Design vga_timing_gen_flat, sky130hd; sources not shown.
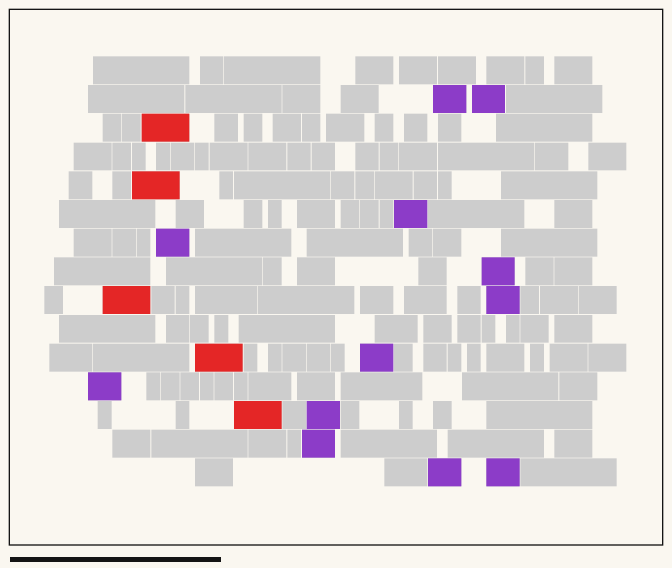
Fig. 1. Gate families picked out.
The bar under the picture is 20 µm long.
| colour | family | cells |
|---|---|---|
| purple | xor and xnor cells | 12 |
| red | fa/ha/maj cells | 5 |
Comb/total area: 0.384
Non-Filler Instances: 184
Top cell excl fill/tap: clkdlybuf4s50_1

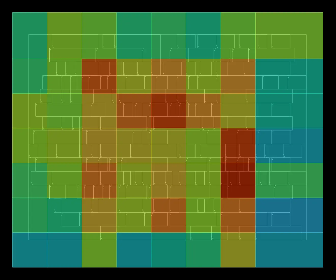
Fig. 2. Routing congestion.
met3 GRT Util: 0.0514
GR Util met1: 0.294
gr usage total: 0.204
met2 Track Usage GR: 0.314
Most Crowded Layer GR: met2

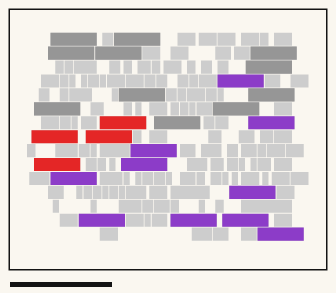
Fig. 3. Sequential cells grouped by signal name.
The bar under the picture is 20 µm long.
| colour | netlist name | placed flops |
|---|---|---|
| purple | u_core.vga.h_cnt | 10 |
| red | u_core.div_cnt_q | 4 |
not coloured: 11
Core Util, Final: 0.740
Register Area: 626 µm²
Seq/total area: 0.375

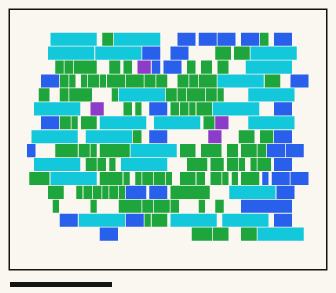
Fig. 4. Cells coloured by class.
The bar under the picture is 20 µm long.
| colour | class | cells | share of their area |
|---|---|---|---|
| green | combinational and other logic | 99 | 41% |
| cyan | sequential cells | 25 | 38% |
| purple | clock drivers and dummy loads | 4 | 1.8% |
| blue | remaining buffers and delay cells | 31 | 19% |
Rows: 15
Design Area, Final: 1670 µm²
Core ar.: 2250 µm²

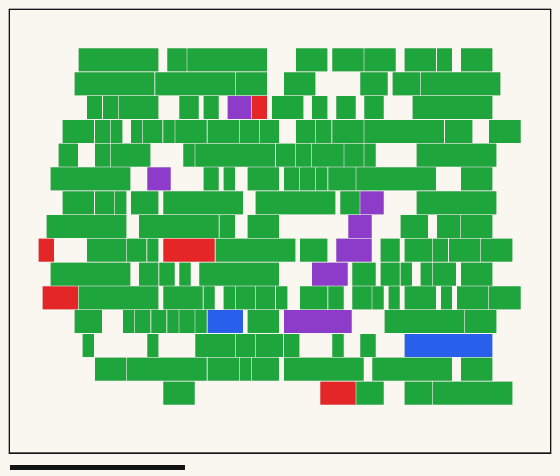
Fig. 5. Drive-strength map.
The bar under the picture is 20 µm long.
| colour | size | cells | share |
|---|---|---|---|
| purple | _3 and _4 cells | 7 | 4.4% |
| red | _2 cells | 5 | 3.1% |
| blue | _6 and larger | 2 | 1.3% |
| green | _0 and _1 cells | 145 | 91% |
slack of the critical path: 0.200 ns
non-clock buffer count: 31
Area growth, synth to finish: 26.5%

==> results.tsv <==
stage	metric	value	unit
sta	Worst Max-Slew Pin Slew	0.518	ns
pwr	Power Density	524	nW/µm²
run	Tool Warnings	29	
final_layout	nets	168	
drt	1st-iter DRT viols	62	
clock_network	htree depth	1	
sta	Max Clk Rate	417	MHz
drt	ANT nets after route	0	
clock_network	CTS hold repair buffers	0	
drt	Routed WL per cell	14.9	µm
grt	largest net degree at the start of global routing	26	
outcome	status	finished, final reports clean	
placed_design	Placed Instances	179	
logic_synthesis	ys cells	128	
logic_synthesis	fraction of registers with async set/reset	1.00	
worst_setup_path	Crit Path Max Fanout	7	
floorplanning	Chip Height	50.6	µm
clock_network	clk_lat worst skew	0.32	ns
floorplanning	Die W	61.7	µm
logic_synthesis	Area leader share	0.475	
logic_synthesis	syn avg cell area	10.3	µm²
grt	vias in the first global route	1021	
drt	Routed WL	2.75	mm
logic_synthesis	synth warn	0	
drt	TritonRoute pass-1 iters	4	
sta	setup violators final	0	
clock_network	post-CTS sizing	0	
hold_path	Hold Path Class	input pin to flop	
placed_design	post-DP HPWL	2.00	mm
sta	crit path time final	2.40	ns
worst_setup_path	CP arrival	2.04	ns
worst_setup_path	CP Capture Type	output pin	
logic_synthesis	cell taking the most area after synthesis	dfrtp_1	
floorplanning	num ports	28	
floorplanning	Die Size	3120	µm²
sta	Slew headroom	0.652	
drt	vias	1070	
worst_setup_path	cells on worst reg2reg path	6	
logic_synthesis	Syn Inst Count	128	
floorplanning	initial core utilization	0.585	
clock_network	CTS tree	yes	
drt	post-DR vias/cell	5.82	
placed_design	port bufs	26	
hold_path	Hold Path Depth	2	
pwr	IR drop worst, VDD	0.000399	V
pwr	leak pwr	0.723	nW
pwr	total chip power	0.000873	W
clock_network	Reg clk slew, reported paths	0.14	ns
sta	Tcrit/Tclk final	0.923	
logic_synthesis	Post-synth top cells	dfrtp_1 (25), nand2_1 (12), xnor2_1 (10)	
sta	Pins Over Slew Limit	0	
run	total of max-cap violations	0	
logic_synthesis	Chip Area, Yosys	1320	µm²
final_layout	layout cell share with drive strength beyond 1	0.0881	
logic_synthesis	Yosys top cell by instances	dfrtp_1	
logic_synthesis	Dominant flop cell	dfrtp_1	
placed_design	post-placement cell area	1610	µm²
sta	RSZ-0062 raised after global routing	false	
logic_synthesis	Syn Std Cell Area	1320	µm²
grt	first-pass GRT wire length	4.83	mm
worst_setup_path	Critical Path RT	2.24	ns
logic_synthesis	top cells, area	dfrtp_1 (47%), xnor2_1 (6.6%), ha_1 (4.7%)	
placed_design	GPL Wtd Cong	0.835	
logic_synthesis	distinct lib cells	35	
clock_network	root buf cell	clkbuf_4	
final_layout	n_diodes	0	
grt	GR Overflow Total	0	
clock_network	Clock Path Buffers	2	
worst_setup_path	startpoint types	flop	
sta	setup TNS	0	ns
worst_setup_path	crit path kind	flop to output pin	
clock_network	Num CTS Buffers	3	
sta	final hold vios	0	
logic_synthesis	number of synthesized register bits	25	
logic_synthesis	Syn Nets	136	
logic_synthesis	Post-synth EDFFs	0	
worst_setup_path	FF-to-FF setup slack	0.56	ns
clock_network	# Post-CTS Setup Buffers	0	
drt	drt drc	0	
clock_network	Clock Sinks	25	
logic_synthesis	Post-synth seq share	0.475	
grt	initial antenna violation count	0	
-- logic make-up after synthesis --
kind of cell,count (synthesis),synth area share
adders and majority gates,5,0.0475
AOI/OAI and AO/OA,11,0.0456
DFF,25,0.475
and+or+nand+nor,58,0.266
muxes,6,0.0475
buffers and inverters,11,0.0389
xor gates and xnor gates,12,0.0798
-- metrics by stage --
stage,hold WS [ns],worst slack [ns]
floorplan,-0.136,0.803
global placement,0.377,0.585
detailed placement,0.395,0.573
CTS,0.118,0.203
global route,0.125,0.0807
finish,0.128,0.200
-- cell type report --
class / instances / area [µm²]
clock buffers: 3 / 22.5
plain buffers: 4 / 25.0
fillers: 163 / 586
clock inverters: 1 / 7.51
multi-input cells: 92 / 641
flip-flops and latches: 25 / 626
inverters: 7 / 26.3
well taps: 25 / 31.3
repair buffers: 27 / 288
-- worst max-delay path: stages (launching register included) --
cell	delay, ns
dfrtp_1	0.40
clkbuf_1	0.18
and3_1	0.23
or4_1	0.46
clkdlybuf4s50_1	0.46
-- power by group --
group | switching, W | internal (W)
sequential | 0.0000509 | 0.000434
clock | 0.000117 | 0.0000588
combinational | 0.0000955 | 0.000117
total | 0.000263 | 0.000610
-- cell usage in the layout (no fill, tap or decap), types with 5 or more instances in the layout --
cell             synthesis  final
clkdlybuf4s50_1          0     26
dfrtp_1                 25     25
nand2_1                 12     12
xnor2_1                 10     10
nand3_1                  9      9
nand4_1                  9      9
inv_1                    6      6
and3_1                   5      5
nor2_1                   5      5
ha_1                     5      5
-- layer usage --
| metal | up-vias | track usage | wire, µm |
|---|---|---|---|
| li1 | 514 | - | - |
| met1 | 513 | 0.294 | 1230 |
| met2 | 41 | 0.314 | 1300 |
| met3 | 2 | 0.0514 | 198 |
| met4 | 0 | 0.0318 | 16 |
| met5 | - | 0 | 0 |
Power and IR drop assume default switching activity.
